Figure 1. Cell area per tile.
6 x 6 tiles, from white (low) to dark blue (high), 0 to 100% covered.
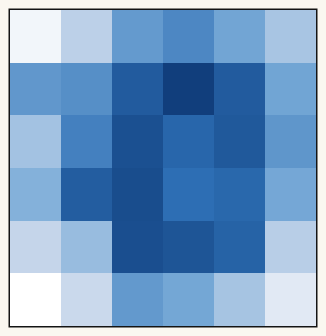
Figure 2. Cell outlines without signal wires.
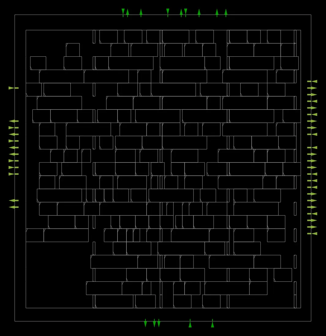
Figure 3. Cells coloured by class.
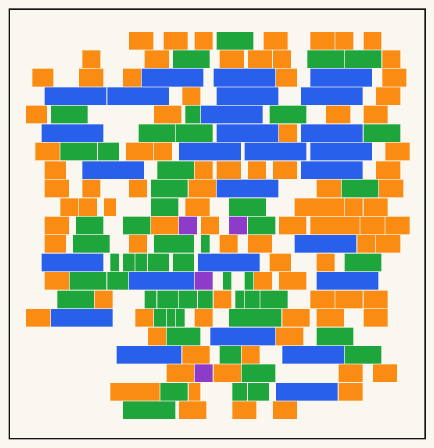
**src/rtl/sys_ctrl.sv**
```systemverilog
// Byte-command register-file controller: 0xAA addr data writes, 0xBB addr reads and returns the byte.
// Optional inter-byte timeout enabled by defining SYS_CTRL_TIMEOUT_EN.
module sys_ctrl #(
    parameter int ADDRESS_BITS   = 4,
    parameter int DATA_WIDTH     = 8,
    parameter int TIMEOUT_CYCLES = 255
) (
    input  logic                    i_clk,
    input  logic                    i_reset,
    input  logic [DATA_WIDTH-1:0]   i_RX_data,
    input  logic                    i_RX_valid,
    output logic [ADDRESS_BITS-1:0] o_Address,
    output logic                    o_WrEn,
    output logic                    o_RdEn,
    output logic [DATA_WIDTH-1:0]   o_WrData,
    input  logic [DATA_WIDTH-1:0]   i_RdData,
    input  logic                    i_RdData_valid,
    output logic [DATA_WIDTH-1:0]   o_TX_data,
    output logic                    o_TX_valid,
    input  logic                    i_TX_busy,
    output logic                    o_busy,
    output logic                    o_frame_err,
    output logic [2:0]              o_dbg_state
);

    // Handshakes: i_RX_valid, i_RdData_valid and o_TX_valid are one-cycle
    // strobes with no back-pressure; i_TX_busy high stalls the response in
    // TX_SEND, and a byte is handed over in the first cycle it is low.

    typedef enum logic [2:0] {
        IDLE    = 3'd0,
        WR_ADDR = 3'd1,
        WR_DATA = 3'd2,
        RD_ADDR = 3'd3,
        RD_WAIT = 3'd4,
        TX_SEND = 3'd5
    } state_t;

    localparam logic [DATA_WIDTH-1:0] CMD_WR = DATA_WIDTH'(8'hAA);
    localparam logic [DATA_WIDTH-1:0] CMD_RD = DATA_WIDTH'(8'hBB);

    state_t                    state_q, state_d;
    logic [ADDRESS_BITS-1:0]   addr_q, addr_d;
    logic [DATA_WIDTH-1:0]     wr_data_q, wr_data_d;
    logic [DATA_WIDTH-1:0]     tx_data_q, tx_data_d;
    logic                      wr_en_q, wr_en_d;
    logic                      rd_en_q, rd_en_d;
    logic                      tx_valid_q, tx_valid_d;
    logic                      frame_err_q, frame_err_d;
    logic                      addr_ok;
    logic                      tmo_hit;

    // Address bytes with any bit above the address field are out of range.
    assign addr_ok = ((i_RX_data >> ADDRESS_BITS) == '0);

`ifdef SYS_CTRL_TIMEOUT_EN
    localparam int TMO_W = $clog2(TIMEOUT_CYCLES + 1);

    logic [TMO_W-1:0] tmo_q, tmo_d;
    logic             tmo_run;

    assign tmo_run = (state_q == WR_ADDR) || (state_q == WR_DATA) || (state_q == RD_ADDR);
    // Fires on the TIMEOUT_CYCLES-th consecutive cycle without a byte.
    assign tmo_hit = tmo_run && !i_RX_valid && (tmo_q == TMO_W'(TIMEOUT_CYCLES - 1));

    always_comb begin
        tmo_d = tmo_q + 1'b1;
        if (!tmo_run || i_RX_valid || tmo_hit) begin
            tmo_d = '0;
        end
    end

    always_ff @(posedge i_clk or negedge i_reset) begin
        if (!i_reset) begin
            tmo_q <= '0;
        end else begin
            tmo_q <= tmo_d;
        end
    end
`else
    assign tmo_hit = 1'b0;
`endif

    always_comb begin
        state_d     = state_q;
        addr_d      = addr_q;
        wr_data_d   = wr_data_q;
        tx_data_d   = tx_data_q;
        wr_en_d     = 1'b0;
        rd_en_d     = 1'b0;
        tx_valid_d  = 1'b0;
        frame_err_d = 1'b0;

        case (state_q)
            IDLE: begin
                if (i_RX_valid) begin
                    if (i_RX_data == CMD_WR) begin
                        state_d = WR_ADDR;
                    end else if (i_RX_data == CMD_RD) begin
                        state_d = RD_ADDR;
                    end else begin
                        frame_err_d = 1'b1;
                    end
                end
            end

            WR_ADDR: begin
                if (i_RX_valid) begin
                    if (addr_ok) begin
                        addr_d  = i_RX_data[ADDRESS_BITS-1:0];
                        state_d = WR_DATA;
                    end else begin
                        frame_err_d = 1'b1;
                        state_d     = IDLE;
                    end
                end else if (tmo_hit) begin
                    frame_err_d = 1'b1;
                    state_d     = IDLE;
                end
            end

            WR_DATA: begin
                if (i_RX_valid) begin
                    wr_data_d = i_RX_data;
                    wr_en_d   = 1'b1;
                    state_d   = IDLE;
                end else if (tmo_hit) begin
                    frame_err_d = 1'b1;
                    state_d     = IDLE;
                end
            end

            RD_ADDR: begin
                if (i_RX_valid) begin
                    if (addr_ok) begin
                        addr_d  = i_RX_data[ADDRESS_BITS-1:0];
                        rd_en_d = 1'b1;
                        state_d = RD_WAIT;
                    end else begin
                        frame_err_d = 1'b1;
                        state_d     = IDLE;
                    end
                end else if (tmo_hit) begin
                    frame_err_d = 1'b1;
                    state_d     = IDLE;
                end
            end

            RD_WAIT: begin
                // A stray byte is dropped but the read keeps going.
                frame_err_d = i_RX_valid;
                if (i_RdData_valid) begin
                    tx_data_d = i_RdData;
                    state_d   = TX_SEND;
                end
            end

            TX_SEND: begin
                frame_err_d = i_RX_valid;
                if (!i_TX_busy) begin
                    tx_valid_d = 1'b1;
                    state_d    = IDLE;
                end
            end

            default: begin
                state_d = IDLE;
            end
        endcase
    end

    always_ff @(posedge i_clk or negedge i_reset) begin
        if (!i_reset) begin
            state_q     <= IDLE;
            addr_q      <= '0;
            wr_data_q   <= '0;
            tx_data_q   <= '0;
            wr_en_q     <= 1'b0;
            rd_en_q     <= 1'b0;
            tx_valid_q  <= 1'b0;
            frame_err_q <= 1'b0;
        end else begin
            state_q     <= state_d;
            addr_q      <= addr_d;
            wr_data_q   <= wr_data_d;
            tx_data_q   <= tx_data_d;
            wr_en_q     <= wr_en_d;
            rd_en_q     <= rd_en_d;
            tx_valid_q  <= tx_valid_d;
            frame_err_q <= frame_err_d;
        end
    end

    assign o_Address   = addr_q;
    assign o_WrEn      = wr_en_q;
    assign o_RdEn      = rd_en_q;
    assign o_WrData    = wr_data_q;
    assign o_TX_data   = tx_data_q;
    assign o_TX_valid  = tx_valid_q;
    assign o_frame_err = frame_err_q;
    assign o_busy      = (state_q != IDLE);
    assign o_dbg_state = state_q;

endmodule

```
**config.mk**
```make
export PLATFORM = sky130hd
export DESIGN_NAME = sys_ctrl
export DESIGN_NICKNAME = d
export VERILOG_FILES = /design/src/rtl/sys_ctrl.sv
export SDC_FILE = /design/constraint.sdc
export NUM_CORES = 1
export LEC_CHECK = 0
export CAP_MARGIN = 20
export CORE_AREA = 2 2 59 61
export DETAILED_ROUTE_END_ITERATION = 8
export DIE_AREA = 0 0 61 63
export PLACE_DENSITY = 0.72
export SYNTH_ARGS = -nofsm -noshare
export SYNTH_HDL_FRONTEND = slang
export SYNTH_SLANG_ARGS = --single-unit
```
**constraint.sdc**
```tcl
create_clock -name i_clk -period 1.4 [get_ports i_clk]
set_clock_uncertainty 0.15 [all_clocks]
set_input_delay 0.21 -clock i_clk [delete_from_list [all_inputs] [get_ports i_clk]]
set_output_delay 0.21 -clock i_clk [all_outputs]
set_load 0.01 [all_outputs]
```
==> impl_metrics.json <==
{
  "vias_per_cell": 4.559,
  "drt_wl_total_um": 3250,
  "crit_slowest_cell": "dfrtp_2",
  "diodes": 0,
  "antenna_found_initial": 0,
  "globalplace.congestion": 0.8210,
  "period_needed_ns": 1.655,
  "met3_usage_pct": 3.727,
  "pwr-share-seq_pct": 51.0,
  "tool_warnings": 29,
  "swShare_pct": 26.24,
  "fmax_mhz": 604.3,
  "clk_path_buf_depth": 2,
  "setup_viol": 28,
  "dieArea_um2": 3843,
  "rsz0062_at_grt": "yes",
  "clk_pin_slew_worst_paths_ns": 0.15,
  "syn_inst": 81,
  "powerClk_mw": 0.349,
  "drc": 0,
  "ys_chip_area_um2": 1122,
  "grt_util_met2_pct": 28.09,
  "top_usage_layer": "met2",
  "wl_per_cell_um": 14.64,
  "powerDensity_nw_per_um2": 782.2,
  "die_x_um": 61,
  "dp.cells": 199,
  "leakage_nw": 1.037,
  "ys_cells": 81,
  "crit_buf_inv": 1,
  "grt_pass1_vias": 990,
  "cts_tree": "yes",
  "final_common_cell": "buf_4",
  "crit_end": "o_busy",
  "fin_ws_ns": -0.2549,
  "cp.arrival_ns": 1.29,
  "most-common-layout-cells": "buf_4 (29), dfrtp_1 (24), clkdlybuf4s15_1 (21), mux2_4 (20), clkdlybuf4s50_1 (16)",
  "placed_area_um2": 1941,
  "peakVddDrop_v": 0.0004097,
  "largest_area_cell": "dfrtp_1",
  "sequentialPower_mw": 0.890,
  "r2r-end": "o_TX_data[6]$_DFFE_PN0P_",
  "violations": "setup timing",
  "slew_headroom_pct": 81.19,
  "hpwl_um": 2158,
  "path_max_fanout": 2,
  "via_count": 1012,
  "timing.critical_path.from": "o_dbg_state[1]$_DFFE_PN0P_",
  "path_class": "reg2out",
  "cp.required_ns": 1.04,
  "grt_first_pass_wirelength_um": 4843,
  "slew_violations": 0,
  "synth_seq_share_pct": 60.20,
  "ant_nets": 0,
  "die_height_um": 63,
  "startpoint_type": "register",
  "syn_nets": 102,
  "overflow": 0,
  "cts_sinks": 27,
  "r2r_slack_ns": -0.19,
  "grt_max_degree": 28,
  "worst-slew-pin-transition_ns": 0.2800,
  "first_pass_iters": 4,
  "port_buffers": 48,
  "p_switching_mw": 0.4576,
  "period_used_pct": 118.2,
  "grt_use_met1_pct": 21.30,
  "combPwrFrac_pct": 29.0,
  "area_delta_synth_final_pct": 98.66,
  "synth_top_area_share_pct": 60.20,
  "worst_r2r_path_depth": 5,
  "powerComb_mw": 0.505,
  "finalHoldViolations": 0,
  "cts_max_level": 1,
  "post_route_cells_drive_above_1_share_pct": 52.84,
  "min_path_type": "in2async",
  "outcome": "finished, violations left",
  "ys_warn_count": 0
}
Back to the opening pictures, Figure 1:
- fullest tile: 94%
- mean over tiles: 56%
- nearly empty tiles: 2.8%

Back to the opening pictures, Figure 2:
Seq Cell Count: 27
Final Non-Filler Cells: 222
Final Util: 68.99%
flop share of the area: 30.47%
core region area: 3232 µm²

Back to the opening pictures, Figure 3:
- other buffers and delay cells: orange (cells 91; share of their area 40%)
- flops: blue (cells 27; share of their area 31%)
- clock drivers and dummy loads: purple (cells 4; share of their area 1.4%)
- all other logic: green (cells 54; share of their area 27%)
row count: 21
fin area: 2230 µm²

-- logic make-up after synthesis --
logic type | share of synthesized area (%)
multiplexers | 21.40
AND/OR/NAND/NOR | 12.71
AND-OR/OR-AND | 4.237
XOR/XNOR | 0.7805
buffers and inverters | 0.6691
flip-flops | 60.20
-- per-stage QoR --
step,power (mW),hold slack (ns),setup slack [ns],TNS (ns)
after CTS,1.695,0.06864,-0.2545,-3.362
after floorplan,1.063,-0.2356,-0.1318,-1.852
after detailed placement,1.358,0.3452,-0.5908,-9.223
final,1.744,0.06345,-0.2549,-3.474
after global placement,1.350,0.3408,-0.5607,-8.979
after global routing,1.827,0.06463,-0.2922,-4.723
-- Yosys cell counts (all sizes together) --
| cell type | count |
|---|---|
| dfrtp | 27 |
| mux2 | 20 |
| nor2 | 6 |
| nand2 | 5 |
| nand2b | 4 |
| nor3 | 3 |
| o21ai | 3 |
| a21oi | 2 |
| inv | 2 |
| a31oi | 1 |
| nand4b | 1 |
| nor2b | 1 |
| nor4 | 1 |
| o2111ai | 1 |
| o21a | 1 |
| or3 | 1 |
| or4 | 1 |
| xor2 | 1 |
-- final cells by class --
type | count | area, µm²
clock buffers | 3 | 22.52
clock inverters | 1 | 7.507
fillers | 256 | 1002
inverters | 2 | 7.507
multi-input cells | 52 | 586.8
flip-flops and latches | 27 | 679.4
well taps | 46 | 57.56
repair buffers | 91 | 868.3
-- routing by layer --
metal | wire length [µm] | share of wire [%] | vias to the layer above
li1 | - | - | 475
met1 | 1355 | 42 | 492
met2 | 1641 | 50 | 39
met3 | 193 | 5.9 | 6
met4 | 60 | 1.8 | 0
met5 | 0 | 0 | -
-- repair_timing --
action / 4_1_cts / 5_1_grt
pin swaps: 7 / 4
buffers inserted: 5 / 14
gates resized: 73 / 27
setup endpoints to repair: 53 / 47
hold buffers: 0 / 0
Power is estimated from default activity; no workload was simulated.
